==> src/rtl/exe_forward_hazard_ctrl.sv <==
// Purpose: EXE-stage sequencing control: shadow EXE/MEM destination slots, operand forward selects, ID hazard stall, branch flush, stall counter.
// Latency: hazard/flush combinational (0 cycles); sel_src1/sel_src2 registered, valid the cycle after issue.
// Backpressure: mem_freeze holds every register; hazard stalls IF/ID and injects a bubble into EXE.
module exe_forward_hazard_ctrl #(
    parameter int REG_AW = 4,
    parameter int CNT_W  = 16
) (
    input  logic              clk,
    input  logic              rst,
    input  logic              forward_en,
    input  logic              mem_freeze,
    input  logic              id_valid,
    input  logic [REG_AW-1:0] id_src1,
    input  logic [REG_AW-1:0] id_src2,
    input  logic              id_use_src1,
    input  logic              id_use_src2,
    input  logic [REG_AW-1:0] id_dest,
    input  logic              id_wb_en,
    input  logic              id_mem_read,
    input  logic              exe_branch_taken,
    output logic              hazard,
    output logic              flush,
    output logic [1:0]        sel_src1,
    output logic [1:0]        sel_src2,
    output logic [CNT_W-1:0]  stall_count
);

    localparam logic [1:0] SEL_RF  = 2'd0;
    localparam logic [1:0] SEL_MEM = 2'd1;
    localparam logic [1:0] SEL_WB  = 2'd2;

    // Shadow slots. The WB slot is not kept: once an instruction leaves MEM
    // the register file write precedes the read, so nothing past MEM can
    // hazard, and a WB forward is chosen at issue from the MEM slot.
    logic              exe_vld_q,  exe_vld_d;
    logic [REG_AW-1:0] exe_dest_q, exe_dest_d;
    logic              exe_wb_q,   exe_wb_d;
    logic              exe_mrd_q,  exe_mrd_d;
    logic              mem_vld_q,  mem_vld_d;
    logic [REG_AW-1:0] mem_dest_q, mem_dest_d;
    logic              mem_wb_q,   mem_wb_d;
    logic [1:0]        sel1_q,     sel1_d;
    logic [1:0]        sel2_q,     sel2_d;
    logic [CNT_W-1:0]  stall_cnt_q, stall_cnt_d;

    logic m1_exe, m2_exe, m1_mem, m2_mem;
    logic hazard_raw, issue;

    // Source/destination matches against the EXE and MEM slots.
    always_comb begin
        m1_exe = id_use_src1 & exe_vld_q & exe_wb_q & (exe_dest_q == id_src1);
        m2_exe = id_use_src2 & exe_vld_q & exe_wb_q & (exe_dest_q == id_src2);
        m1_mem = id_use_src1 & mem_vld_q & mem_wb_q & (mem_dest_q == id_src1);
        m2_mem = id_use_src2 & mem_vld_q & mem_wb_q & (mem_dest_q == id_src2);
    end

    // Hazard/flush decision; a taken branch squashes ID so it outranks any stall.
    always_comb begin
        flush = exe_branch_taken & ~mem_freeze;
        if (forward_en) begin
            hazard_raw = id_valid & exe_mrd_q & (m1_exe | m2_exe);
        end else begin
            hazard_raw = id_valid & (m1_exe | m2_exe | m1_mem | m2_mem);
        end
        hazard = hazard_raw & ~flush;
        issue  = id_valid & ~hazard & ~flush;
    end

    // Next-state: advance slots, pick operand selects at issue, count stalls.
    always_comb begin
        exe_vld_d   = exe_vld_q;
        exe_dest_d  = exe_dest_q;
        exe_wb_d    = exe_wb_q;
        exe_mrd_d   = exe_mrd_q;
        mem_vld_d   = mem_vld_q;
        mem_dest_d  = mem_dest_q;
        mem_wb_d    = mem_wb_q;
        sel1_d      = sel1_q;
        sel2_d      = sel2_q;
        stall_cnt_d = stall_cnt_q;
        if (!mem_freeze) begin
            mem_vld_d  = exe_vld_q;
            mem_dest_d = exe_dest_q;
            mem_wb_d   = exe_wb_q;
            exe_vld_d  = issue;
            exe_dest_d = issue ? id_dest     : '0;
            exe_wb_d   = issue & id_wb_en;
            exe_mrd_d  = issue & id_mem_read;
            sel1_d     = SEL_RF;
            sel2_d     = SEL_RF;
            if (issue && forward_en) begin
                // The EXE-slot producer is the younger writer, so it wins.
                sel1_d = m1_exe ? SEL_MEM : (m1_mem ? SEL_WB : SEL_RF);
                sel2_d = m2_exe ? SEL_MEM : (m2_mem ? SEL_WB : SEL_RF);
            end
            if (hazard && (stall_cnt_q != {CNT_W{1'b1}})) begin
                stall_cnt_d = stall_cnt_q + CNT_W'(1);
            end
        end
    end

    // State registers, cleared asynchronously so in-flight slots are dropped on reset.
    always_ff @(posedge clk or negedge rst) begin
        if (!rst) begin
            exe_vld_q   <= 1'b0;
            exe_dest_q  <= '0;
            exe_wb_q    <= 1'b0;
            exe_mrd_q   <= 1'b0;
            mem_vld_q   <= 1'b0;
            mem_dest_q  <= '0;
            mem_wb_q    <= 1'b0;
            sel1_q      <= SEL_RF;
            sel2_q      <= SEL_RF;
            stall_cnt_q <= '0;
        end else begin
            exe_vld_q   <= exe_vld_d;
            exe_dest_q  <= exe_dest_d;
            exe_wb_q    <= exe_wb_d;
            exe_mrd_q   <= exe_mrd_d;
            mem_vld_q   <= mem_vld_d;
            mem_dest_q  <= mem_dest_d;
            mem_wb_q    <= mem_wb_d;
            sel1_q      <= sel1_d;
            sel2_q      <= sel2_d;
            stall_cnt_q <= stall_cnt_d;
        end
    end

    assign sel_src1    = sel1_q;
    assign sel_src2    = sel2_q;
    assign stall_count = stall_cnt_q;

endmodule

==> config.mk <==
export PLATFORM = sky130hd
export DESIGN_NAME = exe_forward_hazard_ctrl
export DESIGN_NICKNAME = d
export VERILOG_FILES = /design/src/rtl/exe_forward_hazard_ctrl.sv
export SDC_FILE = /design/constraint.sdc
export NUM_CORES = 1
export LEC_CHECK = 0
export ABC_AREA = 1
export CORE_AREA = 2 2 68 70
export CTS_BUF_LIST = sky130_fd_sc_hd__clkbuf_4 sky130_fd_sc_hd__clkbuf_8 sky130_fd_sc_hd__clkbuf_16
export DETAILED_ROUTE_END_ITERATION = 10
export DIE_AREA = 0 0 70 72
export PLACE_DENSITY = 0.84
export SYNTH_ARGS = -nofsm -noshare
export SYNTH_HDL_FRONTEND = slang
export SYNTH_SLANG_ARGS = --single-unit
==> constraint.sdc <==
create_clock -name clk -period 1.83 [get_ports clk]
set_clock_uncertainty 0.2 [all_clocks]
set_input_delay 0.366 -clock clk [delete_from_list [all_inputs] [get_ports clk]]
set_output_delay 0.366 -clock clk [all_outputs]
set_load 0.02 [all_outputs]
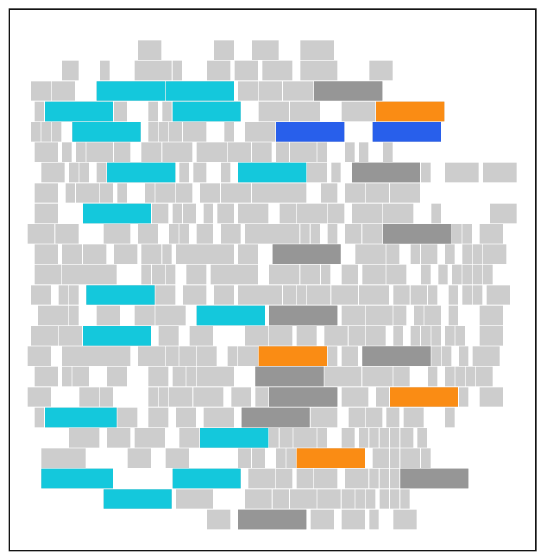
Figure 1: run 1, where the registers sit.
Other sequential cells in the stronger grey, the rest of the logic in the fainter grey.
colour	name in the netlist	flops
blue	`sel_src1`	2
cyan	`stall_count`	16
orange	`exe_dest_q`	4
not coloured	11
power attributed to sequential cells: 0.785 mW
Seq area share: 27.9%
Sequential cell area: 828 µm²
utilization after layout: 69.7%

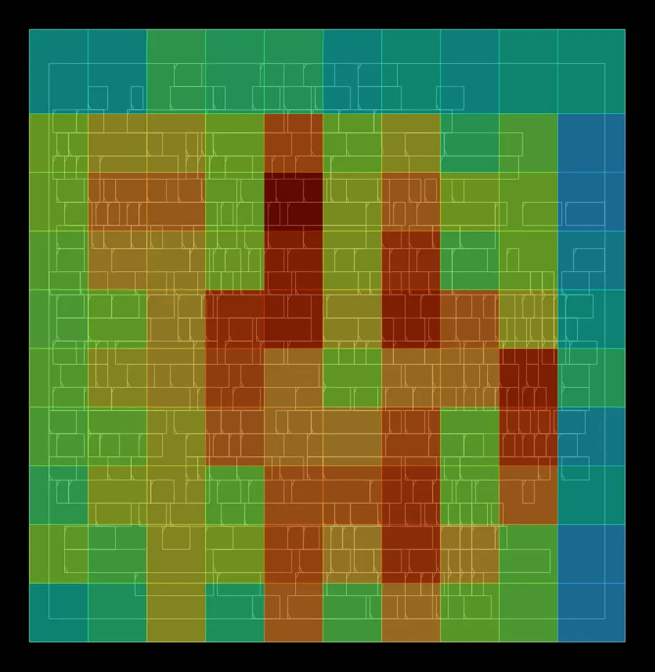
Figure 2: run 1, routing congestion.
met2 Use GR: 37.2%
GR peak layer: met2

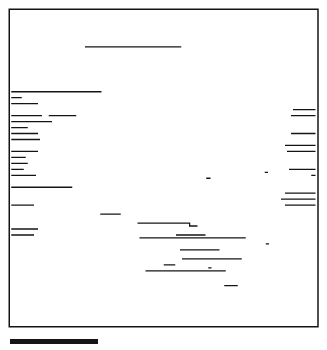
Figure 3: run 1, the metal 3 layer.
Scale bar: 20 µm.
wire length on this layer	287 µm
main direction	horizontal
share of all routed wire	5.6%
nets with wire on the layer	38
detailed-route wire length: 5110 µm
routing usage on met3: 4.44%
count of vias placed by the detailed router: 1859

==> Slide: Implementation Results, run 1 <==
Flow Results at a Glance

Pwr
  • Sequential group share of total power: 48.5%
  • Share of total power consumed by net switching: 26.6%
  • Group drawing the most power: registers
  • Comb pwr: 0.257 mW
  • Switching component of the power: 0.431 mW
  • Static Leak: 1.60 nW
  • Power density over cell area: 545 nW/µm²
  • Overall power consumption: 1.62 mW
  • Combinational power share: 15.9%
  • Power Internal: 1.19 mW
  • Highest ir drop seen on vdd: 0.331 mV
  • Clk pwr: 0.575 mW

Global route
  • Global-route wire length before repair: 8340 µm
  • Combined global-route utilization of all metal layers: 21.1%
  • Antenna violations before repair: 0
  • Global-route met1 utilization: 24.7%
  • Vias in the first global route: 1842
  • Maximum number of pins on one net before global-route repair: 34
  • Remaining Overflow, GRT: 0

Cells and area
  • Area Overhead vs Synth: 63.4%
  • Flip-flop count of the largest register after layout: 16
  • Antenna diode instance count: 0
  • Logic share of the area: 35.4%
  • Total number of sequential cells: 33
  • Signal buf overhead: 27.1%
  • Fraction of layout cells with a size suffix above 1: 36.0%
  • Design Area, Final: 2970 µm²
  • Clock tree buffer count of the final layout: 8
  • Clock tree cell share of total cell area: 3.07%
  • Count of plain and timing-repair buffers in the layout: 87
  • Post-layout nets: 350
  • Area of the multi-input gates: 1050 µm²
  • Nonclk inv count: 32
  • Final standard cell count with taps included and fillers excluded: 380
  • Top logic cells by instance count in the layout: nand2_1, dfrtp_1, buf_4
  • Mi-comb count: 168
  • Count of filler cells inserted in the layout: 338
  • Most frequently placed logic cell in the final layout: nand2_1
  • Dominant kind of cell: combinational gates

Synth
  • Distinct cell type count of the synthesized netlist: 24
  • Synth Cell Area: 1820 µm²
  • Yosys cell count: 236
  • Number of instances in the synthesized netlist: 236
  • YS warnings: 0
  • Largest cells by area: dfrtp_1, nand2_1, inv_1
  • Syn_area_per_cell: 7.70 µm²
  • Ao+oa area frac: 5.16%
  • Fraction of the mapped netlist area in simple logic gates: 34.2%
  • Area share of the largest cell type after synthesis: 45.4%
  • Synthesized-area fraction occupied by adder cells: 0.688%
  • Synth area leader: dfrtp_1
  • Xor-xnor portion of the synthesized cell area: 7.23%
  • Most instantiated cells after synthesis: nand2_1, dfrtp_1, inv_1
  • Share of synthesized area occupied by flip-flops and latches: 45.4%
  • Area figure in the yosys stat output: 1820 µm²
  • Syn nets: 259
  • Largest logic family: simple AND/OR/NAND/NOR gates
  • Most used standard cell by instance count after synthesis: nand2_1
  • Register bit total from synthesis: 33
  • Prevailing post-synth register cell: dfrtp_1
  • Ys async rst share: 100%
  • Number of flops mapped to enable cells by yosys: 0

Worst setup path
  • Worst reg2reg path endpoint: stall_count[1]
  • Critical register-to-register path startpoint: mem_dest_q[3]
  • CP Data Required Time: 1260 ps
  • Most frequent CP cell: nand2_1
  • Total number of cells along the worst setup path: 9
  • Crit path buffers/inverters: 2
  • Largest stage delay, worst path: 410 ps
  • Maximum fanout along the worst path: 4
  • Slowest library cell on the worst path: dfrtp_1
  • Top Family by Delay on Critical Path: simple AND/OR/NAND/NOR gates
  • Category of the worst setup path capture point: output port
  • Worst Reg-to-Reg Cells: 15
  • Sort of element at the start of the critical path: flop
  • Start point of the critical path: mem_dest_q[3]
  • R2r setup slk: -350 ps
  • Cells along the critical path: inv_2, nand2_1, nand2_1, nor2_1, nand3_1, nand2_1, nand2_2, a21oi_4, buf_6
  • Category of the critical setup timing path: flop to output port
  • Data arrival time at the worst-slack endpoint: 1640 ps
  • Endpoint of the worst setup timing path: hazard

CTS
  • CTS sink count: 33
  • Cts bufs inserted: 5
  • Post-CTS repair timing setup buffer count: 14
  • Number of buffers between clock root and the deepest sink: 2
  • Depth of the CTS H-tree: 2
  • Number of gates resized after CTS: 62
  • Clk latency late pin: 290 ps
  • CTS tree: built
  • Root buffer selected by CTS: clkbuf_8
  • Post-cts hold-fix buffer tally: 0
  • Clock-pin transition on the worst setup and hold timing paths: 70 ps

Place
  • Number of input and output port buffers inserted: 43
  • Gpl congestion: 0.848
  • Number of cells after detailed placement: 359
  • Cell area after placement: 2560 µm²
  • Setup slack at placement: -980 ps
  • HPWL after DPL: 3390 µm

Final timing
  • Max_slew headroom: 81.0%
  • Final cycle utilization of the critical path: 120%
  • Transition at the pin with the smallest max-transition slack: 283 ps
  • Number of hold violations in the final report: 0
  • Setup Viol. Count Final: 28
  • Number of max-slew violations in the final report: 0
  • Worst hold-check slack: 250 ps
  • Setup tns final: -6990 ps
  • Final worst slack: -373 ps
  • FMAX: 454 MHz
  • Final min period: 2200 ps
  • RSZ-0062 raised after global routing: yes

Floorplan
  • DIE AREA: 5040 µm²
  • I/O pin cnt: 44
  • Floorplan die height: 72 µm
  • Horizontal die dimension: 70 µm
  • Core Region: 4260 µm²
  • Initial core utilization: 42.6%
  • Tap cell instance count: 52
  • Standard-cell row count: 24

Routing
  • Per-cell routed wire length: 13.5 µm
  • Mean number of vias per cell: 4.89
  • Uppermost routed layer: met4
  • Number of iterations in the first detailed-routing pass: 4
  • Violation tally from detailed-route iteration zero: 100
  • Number of design rule violations left after detail routing: 0
  • Antenna-violating nets left: 0
  • Wire length on met3: 286 µm
  • Length of routed wiring on met1: 1940 µm
  • Total met2 wirelength after detailed routing: 2790 µm

Job
  • Max capacitance violation total: 0
  • OpenROAD warnings: 29

Hold path
  • Min-Delay Path Class: input port to asynchronous set/reset pin

Run status
  • Failing checks: negative setup slack
  • Run status: finished with violations
==> run 2, diff against run 1 <==
CAP_MARGIN = 5   (was not set)
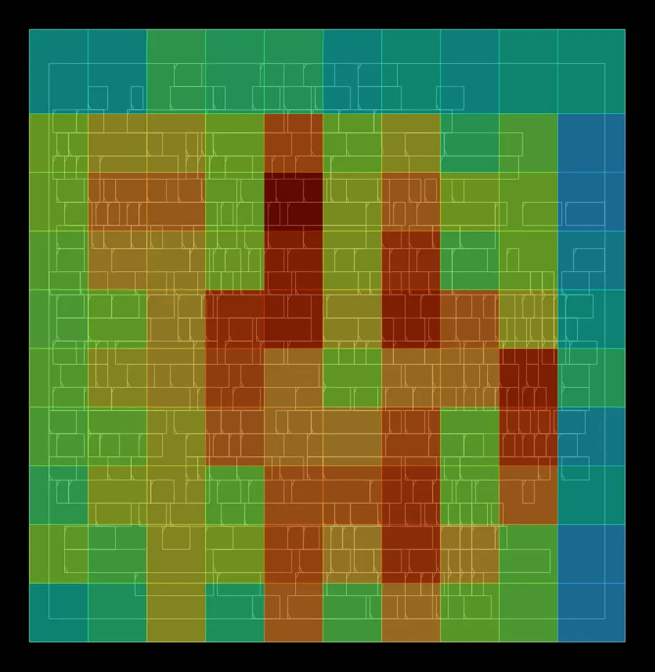
Figure 4: run 2, routing congestion.
global-route met1 utilization: 24.7%
per-cell routed wire length: 13.5 µm

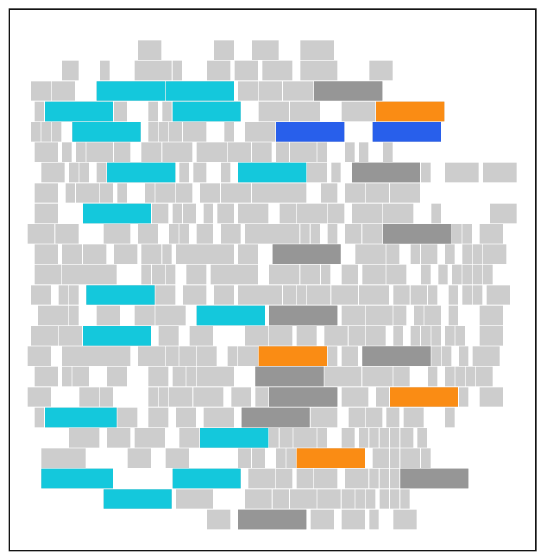
Figure 5: run 2, where the registers sit.
Other sequential cells in the stronger grey, the rest of the logic in the fainter grey.
colour	name in the netlist	flops
cyan	`stall_count`	16
orange	`exe_dest_q`	4
blue	`sel_src1`	2
not coloured	11

==> run 2 against run 1 <==
The flow still finishes with violations (negative setup slack). Via count did not move. Die area is the same. Maximum frequency did not move. Final cell count is the same. Highest routed layer unchanged. Sequential share of layout area unchanged. Sequential power about the same. Register-to-register slack barely moved.
==> Slide: Implementation Results, run 2 <==
Flow Results at a Glance

Worst setup path
  • Slowest library cell on the worst path: dfrtp_1
  • Total number of cells along the worst setup path: 9
  • Most frequent CP cell: nand2_1
  • Category of the critical setup timing path: flop to output port
  • Crit path buffers/inverters: 2
  • Sort of element at the start of the critical path: flop
  • Data arrival time at the worst-slack endpoint: 1640 ps
  • Endpoint of the worst setup timing path: hazard
  • Worst reg2reg path endpoint: stall_count[1]
  • Worst Reg-to-Reg Cells: 15
  • Cells along the critical path: inv_2, nand2_1, nand2_1, nor2_1, nand3_1, nand2_1, nand2_2, a21oi_4, buf_6
  • Category of the worst setup path capture point: output port
  • Start point of the critical path: mem_dest_q[3]
  • CP Data Required Time: 1260 ps
  • Top Family by Delay on Critical Path: simple AND/OR/NAND/NOR gates
  • Critical register-to-register path startpoint: mem_dest_q[3]
  • R2r setup slk: -350 ps
  • Largest stage delay, worst path: 410 ps
  • Maximum fanout along the worst path: 4

CTS
  • Post-cts hold-fix buffer tally: 0
  • Depth of the CTS H-tree: 2
  • Clk latency late pin: 290 ps
  • Number of gates resized after CTS: 62
  • Post-CTS repair timing setup buffer count: 14
  • CTS tree: built
  • Clock-pin transition on the worst setup and hold timing paths: 70 ps
  • Root buffer selected by CTS: clkbuf_8
  • Number of buffers between clock root and the deepest sink: 2
  • CTS sink count: 33
  • Cts bufs inserted: 5

Cells and area
  • Clock tree cell share of total cell area: 3.07%
  • Utilization after layout: 69.7%
  • Signal buf overhead: 27.1%
  • Design Area, Final: 2970 µm²
  • Clock tree buffer count of the final layout: 8
  • Total number of sequential cells: 33
  • Dominant kind of cell: combinational gates
  • Area of the multi-input gates: 1050 µm²
  • Most frequently placed logic cell in the final layout: nand2_1
  • Count of plain and timing-repair buffers in the layout: 87
  • Count of filler cells inserted in the layout: 338
  • Seq area share: 27.9%
  • Mi-comb count: 168
  • Flip-flop count of the largest register after layout: 16
  • Final standard cell count with taps included and fillers excluded: 380
  • Post-layout nets: 350
  • Fraction of layout cells with a size suffix above 1: 36.0%
  • Logic share of the area: 35.4%
  • Nonclk inv count: 32
  • Sequential cell area: 828 µm²

Floorplan
  • Core Region: 4260 µm²
  • Tap cell instance count: 52
  • Floorplan die height: 72 µm
  • I/O pin cnt: 44
  • Initial core utilization: 42.6%
  • Standard-cell row count: 24

Synth
  • Synth Cell Area: 1820 µm²
  • Prevailing post-synth register cell: dfrtp_1
  • Number of flops mapped to enable cells by yosys: 0
  • Most instantiated cells after synthesis: nand2_1, dfrtp_1, inv_1
  • Largest logic family: simple AND/OR/NAND/NOR gates
  • Ao+oa area frac: 5.16%
  • Area figure in the yosys stat output: 1820 µm²
  • Fraction of the mapped netlist area in simple logic gates: 34.2%
  • Share of synthesized area occupied by flip-flops and latches: 45.4%
  • Area share of the largest cell type after synthesis: 45.4%
  • YS warnings: 0
  • Ys async rst share: 100%
  • Yosys cell count: 236
  • Distinct cell type count of the synthesized netlist: 24
  • Synth area leader: dfrtp_1
  • Synthesized-area fraction occupied by adder cells: 0.688%
  • Syn_area_per_cell: 7.70 µm²
  • Largest cells by area: dfrtp_1, nand2_1, inv_1
  • Syn nets: 259

Routing
  • Number of design rule violations left after detail routing: 0
  • Length of routed wiring on met1: 1940 µm
  • Count of vias placed by the detailed router: 1859
  • Total met2 wirelength after detailed routing: 2790 µm
  • Wire length on met3: 286 µm
  • Antenna-violating nets left: 0
  • Mean number of vias per cell: 4.89
  • Uppermost routed layer: met4
  • Violation tally from detailed-route iteration zero: 100

Global route
  • GR peak layer: met2
  • Vias in the first global route: 1842
  • Remaining Overflow, GRT: 0
  • Routing usage on met3: 4.44%
  • Antenna violations before repair: 0
  • Combined global-route utilization of all metal layers: 21.1%
  • Maximum number of pins on one net before global-route repair: 34
  • Global-route wire length before repair: 8340 µm
  • Met2 Use GR: 37.2%

Place
  • Cell area after placement: 2560 µm²
  • Number of cells after detailed placement: 359
  • HPWL after DPL: 3390 µm
  • Number of input and output port buffers inserted: 43
  • Gpl congestion: 0.848
  • Setup slack at placement: -980 ps

Pwr
  • Group drawing the most power: registers
  • Power density over cell area: 545 nW/µm²
  • Switching component of the power: 0.431 mW
  • Share of total power consumed by net switching: 26.6%
  • Combinational power share: 15.9%
  • Static Leak: 1.60 nW
  • Comb pwr: 0.257 mW
  • Clk pwr: 0.575 mW
  • Highest ir drop seen on vdd: 0.331 mV
  • Overall power consumption: 1.62 mW
  • Sequential group share of total power: 48.5%

Final timing
  • FMAX: 454 MHz
  • Final min period: 2200 ps
  • Final cycle utilization of the critical path: 120%
  • RSZ-0062 raised after global routing: yes
  • Max_slew headroom: 81.0%
  • Setup Viol. Count Final: 28
  • Setup tns final: -6990 ps
  • Number of hold violations in the final report: 0
  • Number of max-slew violations in the final report: 0
  • Transition at the pin with the smallest max-transition slack: 283 ps
  • Final worst slack: -373 ps

Job
  • Max capacitance violation total: 0
  • OpenROAD warnings: 29

Run status
  • Failing checks: negative setup slack
  • Run status: finished with violations

Hold path
  • Min-Delay Path Class: input port to asynchronous set/reset pin
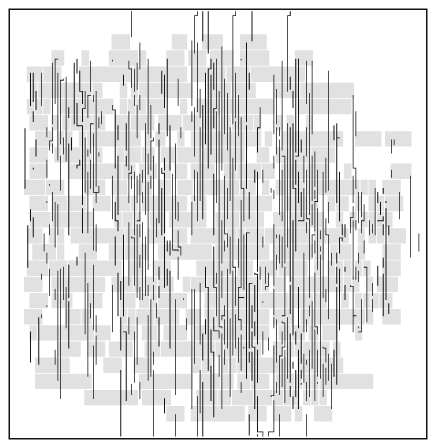
Figure 6: run 2, the metal 2 layer.
main direction	vertical
longest straight run	39.6 µm
nets with wire on the layer	304

No activity file was given, so power comes from the tool's default toggle rates.
